`src/rtl/prior_event_fifo.sv`:
```
// Event-detecting show-ahead FIFO behind the 4x2 priority encoder: new encoder
// events are queued and handed to a slower consumer. Optional stamps: TIMESTAMP_EN.
module prior_event_fifo #(
  parameter int DEPTH  = 8,
  parameter int CODE_W = 2,
  parameter int CNT_W  = 4
`ifdef TIMESTAMP_EN
  ,
  parameter int TS_W   = 8
`endif
) (
  input  logic              clk,
  input  logic              rst_n,
  input  logic [CODE_W-1:0] code_in,
  input  logic              valid_in,
  input  logic              clr_ovf,
  output logic [CODE_W-1:0] out_code,
  output logic              out_valid,
  input  logic              out_ready,
  output logic [CNT_W-1:0]  count,
  output logic              full,
  output logic              empty,
  output logic              overflow
`ifdef TIMESTAMP_EN
  ,
  output logic [TS_W-1:0]   out_ts
`endif
);

  localparam int AW = (DEPTH > 1) ? $clog2(DEPTH) : 1;

  logic [AW-1:0]     wr_ptr;
  logic [AW-1:0]     rd_ptr;
  logic              prev_valid;
  logic [CODE_W-1:0] prev_code;
  logic [CODE_W-1:0] mem [DEPTH];

  logic evt;
  logic push;
  logic pop;
  logic drop;

  // Handshake: out_valid/out_code describe the head entry; the head is consumed
  // on any rising edge where out_valid & out_ready, and out_valid never depends
  // on out_ready.
  always_comb begin
    evt  = valid_in & (~prev_valid | (code_in != prev_code));
    pop  = out_valid & out_ready;
    push = evt & (~full | pop);
    drop = evt & full & ~pop;
  end

  assign full      = (count == CNT_W'(DEPTH));
  assign empty     = (count == '0);
  assign out_valid = ~empty;
  // Gate the head so stale memory never leaks out after reset.
  assign out_code  = empty ? '0 : mem[rd_ptr];

  always_ff @(posedge clk) begin
    if (!rst_n) begin
      wr_ptr     <= '0;
      rd_ptr     <= '0;
      count      <= '0;
      overflow   <= 1'b0;
      prev_valid <= 1'b0;
      prev_code  <= '0;
    end else begin
      prev_valid <= valid_in;
      prev_code  <= code_in;
      if (push) wr_ptr <= wr_ptr + AW'(1);
      if (pop)  rd_ptr <= rd_ptr + AW'(1);
      unique case ({push, pop})
        2'b10:   count <= count + CNT_W'(1);
        2'b01:   count <= count - CNT_W'(1);
        default: count <= count;
      endcase
      // A fresh drop outranks a simultaneous clear.
      if (drop)         overflow <= 1'b1;
      else if (clr_ovf) overflow <= 1'b0;
    end
  end

  always_ff @(posedge clk) begin
    if (push) mem[wr_ptr] <= code_in;
  end

`ifdef TIMESTAMP_EN
  logic [TS_W-1:0] ts_cnt;
  logic [TS_W-1:0] ts_mem [DEPTH];

  always_ff @(posedge clk) begin
    if (!rst_n) ts_cnt <= '0;
    else        ts_cnt <= ts_cnt + TS_W'(1);
  end

  always_ff @(posedge clk) begin
    if (push) ts_mem[wr_ptr] <= ts_cnt;
  end

  assign out_ts = empty ? '0 : ts_mem[rd_ptr];
`endif

endmodule
```
`config.mk`:
```
export PLATFORM = sky130hd
export DESIGN_NAME = prior_event_fifo
export DESIGN_NICKNAME = d
export VERILOG_FILES = /design/src/rtl/prior_event_fifo.sv
export SDC_FILE = /design/constraint.sdc
export NUM_CORES = 1
export LEC_CHECK = 0
export CAP_MARGIN = 20
export CORE_MARGIN = 5
export CORE_UTILIZATION = 46
export DETAILED_ROUTE_END_ITERATION = 8
export HOLD_SLACK_MARGIN = 0.15
export PLACE_DENSITY = 0.67
export SLEW_MARGIN = 20
export SYNTH_ARGS = -nofsm -noshare
export SYNTH_HDL_FRONTEND = slang
export SYNTH_SLANG_ARGS = --single-unit
```
`constraint.sdc`:
```
create_clock -name clk -period 3.9 [get_ports clk]
set_input_delay 0.78 -clock clk [delete_from_list [all_inputs] [get_ports clk]]
set_output_delay 0.78 -clock clk [all_outputs]
set_load 0.05 [all_outputs]
```
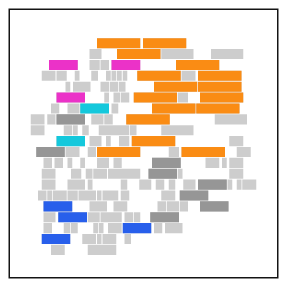
(register map, names as in the netlist)
Scale: 4 px per um. Other sequential cells in the stronger grey, the rest of the logic in the fainter grey.
Key: orange = mem [placed flops 16]; blue = count [placed flops 4, where south-west]; cyan = prev_code [placed flops 2]; magenta = wr_ptr [placed flops 3]
seq pwr: 0.448 mW
FF+latch area: 821 um2
flop share of the area: 0.472

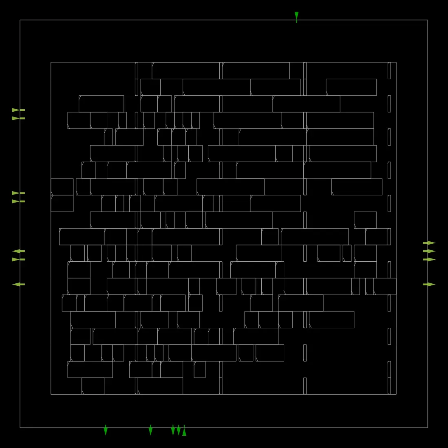
(cell outlines without signal wires)
Fillers: 284
Final Core Density: 0.565
Tapcells: 44

==> reports/metrics.cfg <==
[status]
status=finished, final reports clean

[setup_path]
crit_type=flop to output pin
cp_max_fo=4
ff2ff_setup_slack_ps=1410
critical_path_arrival_ps=2280
slowest_stage=clkdlybuf4s50_1
regToRegStartpoint=count[0]
cp-endpoint=out_code[0]

[drt]
totalWireLength_um=2420
antenna_left=0
dr_wl_met2_um=1120
avgViaCountPerCell=4.84
drt-met1-wl_um=1150
drtIter0Drc=21

[placed_design]
dp_cells=175
post_dp_cell_area_um2=1680
pre_cts_ws_ps=569
io_buffers=16
dpl.hpwl_um=1840

[floorplan]
core-area_um2=3080
die-area_um2=4460
io_pins=17
placementRows=20

[layout]
final_area_um2=1740
top_regs=mem x16, count x4
num-nonclk-buffers=16
top_register=mem
top_area_cell_class=flip-flops and latches
nNetsFinal=150
largest_register_ffs=16
area_delta_synth_final_pct=17.2
lay_top_count=dfxtp_1
comb-cell-share=0.357
logic_gates=75
layout-drive-gt1-share=0.144
inv_count=7

[sta]
timing.fmax_mhz=327
setup_viol=0
setup_ws_ps=841
fin_crit_ps=3060
worst_hold_slack_ps=518
finalHoldViolCount=0
rsz0062_at_grt=false
fin_setup_tns_ps=0

[pwr]
finalPower_mw=1.16
p_seq_frac=0.386
combPwrFrac=0.456
p_leak_nw=0.614
powerDensity_nw_per_um2=669
powerClk_mw=0.184
p_clk_frac=0.158

[yosys]
ys_sh_aoi=0.0515
fp_nets=129
edf_count=16
ys_chip_area_um2=1480
ys_top_cells_by_area=edfxtp_1 (32%), dfxtp_1 (23%), mux4_2 (6.1%), and2_1 (4.6%), xnor2_1 (4.1%)
ys_sh_xor=0.0473
ys_ff=33
ys_async_sr_fraction=0
ys_sh_adder=0.0473
synth_area_um2=1480
netlist_instances=117
ys_sh_mux=0.103
common_cells=dfxtp_1 (17), edfxtp_1 (16), and2_1 (11), nand2_1 (8)
ys_seq_frac=0.554

[job]
tool_warnings=26

[hold_path]
hold_class=flop to flop
whs_endpoint=count[3]
holdPathStages=2

[global_route]
use_met3=0.0438
gr-total-overflow=0
grt_util_met2=0.204
grt-busiest-layer=met2
use_met1=0.174
antenna_found_initial=0

[clock_network]
cts_setup_buffers=0
cts_hold_repair.buffers=0
cts.sinks=33
clk_path_buf_depth=2

Power and IR drop assume default switching activity.
